M1 wires:
The bar under the picture is 20 um long. Supply wires on this layer in grey.
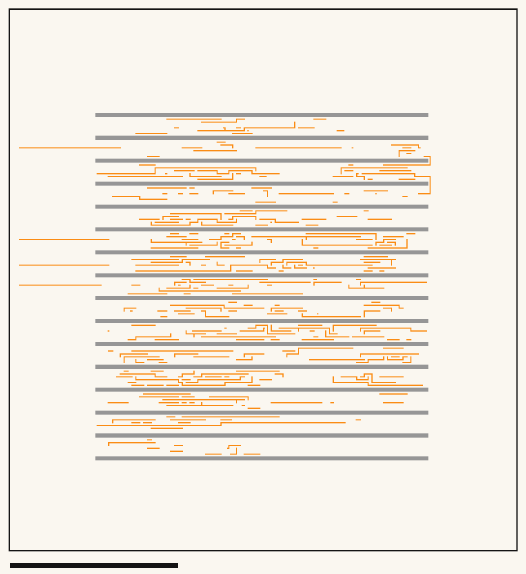
Metal 2:
The bar under the picture is 20 um long.
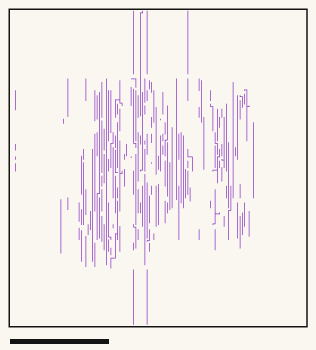
M3 wires:
Cells faint in the background.
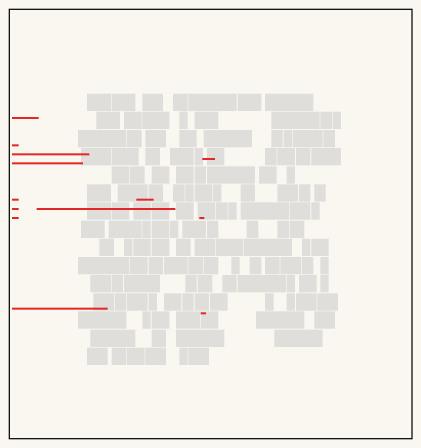
File: src/rtl/usb_link_arbiter_if.sv
// usb_link_arbiter_if
//   Handshake bundle between the link layer / PHY side and the half-duplex
//   direction arbiter.
//   master : the side that drives receive status and transmit requests
//            (link layer, RX FSM, TX engine) and consumes grants/enables.
//   slave  : the arbiter itself.
//   Signals:
//     rx_line_active, rx_frame_complete, rx_error : receive path status
//     tx_req, tx_done, expect_rx                  : transmit engine handshake
//     tx_grant, tx_oe, rx_en, busy                : direction control
//     resp_ok, resp_timeout                       : response qualification pulses
interface usb_link_arbiter_if;
  logic rx_line_active;
  logic rx_frame_complete;
  logic rx_error;
  logic tx_req;
  logic tx_done;
  logic expect_rx;
  logic tx_grant;
  logic tx_oe;
  logic rx_en;
  logic busy;
  logic resp_ok;
  logic resp_timeout;

  modport master (
    output rx_line_active, rx_frame_complete, rx_error,
    output tx_req, tx_done, expect_rx,
    input  tx_grant, tx_oe, rx_en, busy, resp_ok, resp_timeout
  );

  modport slave (
    input  rx_line_active, rx_frame_complete, rx_error,
    input  tx_req, tx_done, expect_rx,
    output tx_grant, tx_oe, rx_en, busy, resp_ok, resp_timeout
  );
endinterface

File: src/rtl/usb_link_arbiter.sv
// usb_link_arbiter
//   Half-duplex direction controller sharing the D+/D- pair between the
//   receive path and the transmit engine. Enforces turnaround gaps around
//   every direction change, gives incoming traffic priority over transmit,
//   and times out a missing response after a transmit that expects one.
//   Ports:
//     clk  : system clock, rising edge
//     RST  : synchronous active-high reset
//     bus  : usb_link_arbiter_if.slave (receive status, TX handshake,
//            tx_grant/tx_oe/rx_en/busy, resp_ok/resp_timeout pulses)
module usb_link_arbiter #(
  parameter int TURNAROUND_CYC = 2,
  parameter int RX_TIMEOUT_CYC = 72,
  parameter int CNT_W          = 8
) (
  input logic               clk,
  input logic               RST,
  usb_link_arbiter_if.slave bus
);

  typedef enum logic [2:0] {
    S_IDLE, S_RX, S_GAP, S_TA_TX, S_TX, S_TA_RX, S_WAIT_RESP
  } state_e;

  localparam logic [CNT_W-1:0] TA_LOAD = CNT_W'(TURNAROUND_CYC - 1);
  localparam logic [CNT_W-1:0] TO_LOAD = CNT_W'(RX_TIMEOUT_CYC - 1);

  state_e           state_q, state_d;
  logic [CNT_W-1:0] cnt_q, cnt_d;
  logic             resp_pending_q, resp_pending_d;
  logic             resp_ok_q, resp_ok_d;
  logic             resp_timeout_q, resp_timeout_d;

  logic tx_grant, tx_oe, rx_en, busy;
  logic expired;

  // One shared down-counter: loaded with N-1 on entry to a timed state,
  // the state expires in the cycle it reads zero.
  assign expired = (cnt_q == '0);

  // State register
  always_ff @(posedge clk) begin
    if (RST) begin
      state_q        <= S_IDLE;
      cnt_q          <= '0;
      resp_pending_q <= 1'b0;
      resp_ok_q      <= 1'b0;
      resp_timeout_q <= 1'b0;
    end else begin
      state_q        <= state_d;
      cnt_q          <= cnt_d;
      resp_pending_q <= resp_pending_d;
      resp_ok_q      <= resp_ok_d;
      resp_timeout_q <= resp_timeout_d;
    end
  end

  // Next-state, counter and response qualification
  always_comb begin
    state_d        = state_q;
    cnt_d          = expired ? cnt_q : cnt_q - 1'b1;
    resp_pending_d = resp_pending_q;
    resp_ok_d      = 1'b0;
    resp_timeout_d = 1'b0;
    unique case (state_q)
      S_IDLE: begin
        if (bus.rx_line_active) begin
          state_d = S_RX;
        end else if (bus.tx_req) begin
          state_d = S_TA_TX;
          cnt_d   = TA_LOAD;
        end
      end
      S_RX: begin
        if (bus.rx_frame_complete || bus.rx_error || !bus.rx_line_active) begin
          state_d = S_GAP;
          cnt_d   = TA_LOAD;
          if (resp_pending_q) begin
            // Error wins over a coincident frame_complete; a line drop
            // without frame_complete is a lost response.
            if (bus.rx_frame_complete && !bus.rx_error) resp_ok_d = 1'b1;
            else                                         resp_timeout_d = 1'b1;
            resp_pending_d = 1'b0;
          end
        end
      end
      S_GAP: begin
        if (bus.rx_line_active) state_d = S_RX;
        else if (expired)       state_d = S_IDLE;
      end
      S_TA_TX: begin
        // Incoming traffic preempts a pending grant.
        if (bus.rx_line_active) state_d = S_RX;
        else if (!bus.tx_req)   state_d = S_IDLE;
        else if (expired)       state_d = S_TX;
      end
      S_TX: begin
        // The engine owns the bus until tx_done; tx_req and line activity
        // are deliberately ignored here.
        if (bus.tx_done) begin
          state_d        = S_TA_RX;
          cnt_d          = TA_LOAD;
          resp_pending_d = bus.expect_rx;
        end
      end
      S_TA_RX: begin
        if (expired) begin
          if (resp_pending_q) begin
            state_d = S_WAIT_RESP;
            cnt_d   = TO_LOAD;
          end else begin
            state_d = S_IDLE;
          end
        end
      end
      S_WAIT_RESP: begin
        if (bus.rx_line_active) begin
          state_d = S_RX;
        end else if (expired) begin
          state_d        = S_IDLE;
          resp_timeout_d = 1'b1;
          resp_pending_d = 1'b0;
        end
      end
      default: state_d = S_IDLE;
    endcase
  end

  // Moore outputs from the state register only
  always_comb begin
    tx_grant = 1'b0;
    tx_oe    = 1'b0;
    rx_en    = 1'b1;
    busy     = (state_q != S_IDLE);
    unique case (state_q)
      S_TX: begin
        tx_grant = 1'b1;
        tx_oe    = 1'b1;
        rx_en    = 1'b0;
      end
      // Neither driving nor listening while the line settles after TX.
      S_TA_RX: rx_en = 1'b0;
      default: ;
    endcase
  end

  assign bus.tx_grant     = tx_grant;
  assign bus.tx_oe        = tx_oe;
  assign bus.rx_en        = rx_en;
  assign bus.busy         = busy;
  assign bus.resp_ok      = resp_ok_q;
  assign bus.resp_timeout = resp_timeout_q;

endmodule

File: src/flat_wrapper.sv
// flat-port wrapper written by rule: the top's interface ports become plain ports
module usb_link_arbiter_flat 
#(
  parameter int TURNAROUND_CYC = 2,
  parameter int RX_TIMEOUT_CYC = 72,
  parameter int CNT_W          = 8
)
  (clk, RST, bus_rx_line_active, bus_rx_frame_complete, bus_rx_error, bus_tx_req, bus_tx_done, bus_expect_rx, bus_tx_grant, bus_tx_oe, bus_rx_en, bus_busy, bus_resp_ok, bus_resp_timeout);
  usb_link_arbiter_if bus_i ();
  input logic clk;
  input logic RST;
  input wire logic [$bits(bus_i.rx_line_active)-1:0] bus_rx_line_active;
  input wire logic [$bits(bus_i.rx_frame_complete)-1:0] bus_rx_frame_complete;
  input wire logic [$bits(bus_i.rx_error)-1:0] bus_rx_error;
  input wire logic [$bits(bus_i.tx_req)-1:0] bus_tx_req;
  input wire logic [$bits(bus_i.tx_done)-1:0] bus_tx_done;
  input wire logic [$bits(bus_i.expect_rx)-1:0] bus_expect_rx;
  output wire logic [$bits(bus_i.tx_grant)-1:0] bus_tx_grant;
  output wire logic [$bits(bus_i.tx_oe)-1:0] bus_tx_oe;
  output wire logic [$bits(bus_i.rx_en)-1:0] bus_rx_en;
  output wire logic [$bits(bus_i.busy)-1:0] bus_busy;
  output wire logic [$bits(bus_i.resp_ok)-1:0] bus_resp_ok;
  output wire logic [$bits(bus_i.resp_timeout)-1:0] bus_resp_timeout;
  assign bus_i.rx_line_active = bus_rx_line_active;
  assign bus_i.rx_frame_complete = bus_rx_frame_complete;
  assign bus_i.rx_error = bus_rx_error;
  assign bus_i.tx_req = bus_tx_req;
  assign bus_i.tx_done = bus_tx_done;
  assign bus_i.expect_rx = bus_expect_rx;
  assign bus_tx_grant = bus_i.tx_grant;
  assign bus_tx_oe = bus_i.tx_oe;
  assign bus_rx_en = bus_i.rx_en;
  assign bus_busy = bus_i.busy;
  assign bus_resp_ok = bus_i.resp_ok;
  assign bus_resp_timeout = bus_i.resp_timeout;
  usb_link_arbiter #(.TURNAROUND_CYC(TURNAROUND_CYC), .RX_TIMEOUT_CYC(RX_TIMEOUT_CYC), .CNT_W(CNT_W)) u_core (.clk(clk), .RST(RST), .bus(bus_i));
endmodule
File: config.mk
export PLATFORM = sky130hd
export DESIGN_NAME = usb_link_arbiter_flat
export DESIGN_NICKNAME = d
export VERILOG_FILES = /design/src/rtl/usb_link_arbiter_if.sv /design/src/rtl/usb_link_arbiter.sv /design/src/flat_wrapper.sv
export SDC_FILE = /design/constraint.sdc
export NUM_CORES = 1
export LEC_CHECK = 0
export CAP_MARGIN = 10
export CORE_ASPECT_RATIO = 1.1
export CORE_MARGIN = 10
export CORE_UTILIZATION = 50
export CTS_BUF_LIST = sky130_fd_sc_hd__clkbuf_4 sky130_fd_sc_hd__clkbuf_8 sky130_fd_sc_hd__clkbuf_16
export CTS_CLUSTER_SIZE = 25
export DETAILED_ROUTE_END_ITERATION = 10
export PLACE_DENSITY = 0.75
export SLEW_MARGIN = 10
export SYNTH_ARGS = -nofsm -noshare
export SYNTH_HDL_FRONTEND = slang
export SYNTH_SLANG_ARGS = --single-unit
File: constraint.sdc
create_clock -name clk -period 1.8 [get_ports clk]
set_input_delay 0.36 -clock clk [delete_from_list [all_inputs] [get_ports clk]]
set_output_delay 0.36 -clock clk [all_outputs]
set_load 0.01 [all_outputs]
==> run notes <==
Implementation progress

The flow ran to the end, and the final reports show no timing, DRC or antenna violations. The violation tally from detailed-route iteration zero stands at 28. The global routing met3 resource utilization stands at 0.0316. The placed instance area stands at 1120 um2. The multiplexer fraction of the synthesized cell area stands at 0.0113. For this run, the script counts the antenna cells in the layout as 0. Yosys reports that the most numerous cell types are dfxtp_1, nand2_1, a21oi_1, nor2_1, nand2b_1. The portion of the clock cycle consumed by the worst path in the final layout stands at 0.928. The number of warnings in the stage logs stands at 27. The initial antenna violation count stands at 0. The highest metal layer carrying signal wires in the routed design is met4.

The worst setup path is captured at a primary output. The top cell type's share of synthesized area stands at 0.316. STA puts the critical path data required time at 1440 ps. The total chip power stands at 2080 uW.

Hold timing on the final database bottoms out at a slack of 533 ps. The routed layout has 854 vias. In the final layout, the clock buffer count is 3. For this configuration, the core starts out at a cell density of 0.549. The number of cells in the design after placement stands at 148. Data arrives at the worst endpoint at 1310 ps. Port buffering added 13 buffers. In this run the worst setup path begins at u_core.state_q[0].

The sequential share of cell area stands at 0.242. Hold analysis lists the worst path endpoint as u_core.cnt_q[5]. The detailed-placement wirelength estimate stands at 1.67 mm.

The launch point of the worst register-to-register path is recorded as u_core.state_q[0]. For reference, the critical path cell chain is or3_1 > dlygate4sd2_1. Wire segments on met3 add up to 66 um in the final route. Warnings reported by Yosys during synthesis add up to 0. The post-route utilization of the core is recorded as 0.722. The number of nets with antenna violations after routing stands at 0.

The number of clock buffers added by TritonCTS is 3. At floorplan, the net count of the design was reported as 119. The sequential cell area stands at 282 um2. The highest clock rate this design can be run at is 599 MHz. The count of buffers added by post-CTS timing repair for setup stands at 1. On the worst path, the slowest cell contributes a delay of 380 ps.

The area of all placed cells without fillers stands at 1160 um2. The die is 64.1 um tall. Synthesis inferred 14 register bits. Prior to clock tree synthesis, the placed netlist has a worst setup slack of -274 ps. Pin placement for this block handled 14 I/O pins. The most used flip-flop cell after synthesis is dfxtp_1.

The area fraction in xor and xnor cells stands at 0.0494. The share of power burned in the clock network stands at 0.084. The power density relative to cell area stands at 1790 nW/um2.

By area, combinational gates come first. The cell type that accounts for the most area after synthesis is dfxtp_1. The final setup violation count stands at 0.

Per report_power, the Combinational row totals 1340 uW. The tally of max-capacitance violations stands at 0. The design has 14 sequential cells.

Counting along the longest clock path gives a buffer depth of 2. The share of synthesized registers carrying an async set or reset stands at 0. For flop-to-flop paths, the worst setup slack is 180 ps. The number of fill cells stands at 135. The number of instances resized during post-cts repair stands at 8.

The first global-routing pass estimated 3.72 mm of wire. The layout report lists the non-clock buffer share of cell area as 0.206. In the post-synthesis netlist, the biggest area contributors are dfxtp_1, a21oi_1, nand2_1. The report gives the cell count of the worst hold path as 2. Among cell families on the critical path, the largest total delay comes from flip-flops.

For this run, global-route usage on met2 was measured as 0.207. The register with the most flip-flops in the layout has 8 of them. Across all checked pins, the minimum headroom to the slew limit is 0.679.

Of the total power, combinational logic draws 0.644. Among the non-sequential cells, simple AND/OR/NAND/NOR gates take the most area. The number of logic inverters in the finished layout stands at 5.

Across all setup checks in the final design, the least slack found is 130 ps. Internal power comes to 1180 uW. The global-route congestion overflow total stands at 0.

Among all stages on the critical path, the largest delay is contributed by dfxtp_1. For this run, the post-layout net count is 147. The script computed the net switching share of total power as 0.432. After synthesis, the chip area reported by Yosys is 886 um2.
-- 'M1 wires' (at the start) --
The layer holds 44% of the routed length. The longest straight run is 14.7 um. The wires run mostly horizontal. The layer carries 960 um of wire. 134 nets have wire on it.

-- 'metal 2' (at the start) --
The layer holds 51% of the routed length. The layer carries 1110 um of wire. 122 nets have wire on it. The wires run mostly vertical.

-- 'M3 wires' (at the start) --
The longest straight run is 20.5 um. The layer carries 66.9 um of wire. The wires run mostly horizontal. 10 nets have wire on it. The layer holds 3.1% of the routed length.

Power and IR drop assume default switching activity.
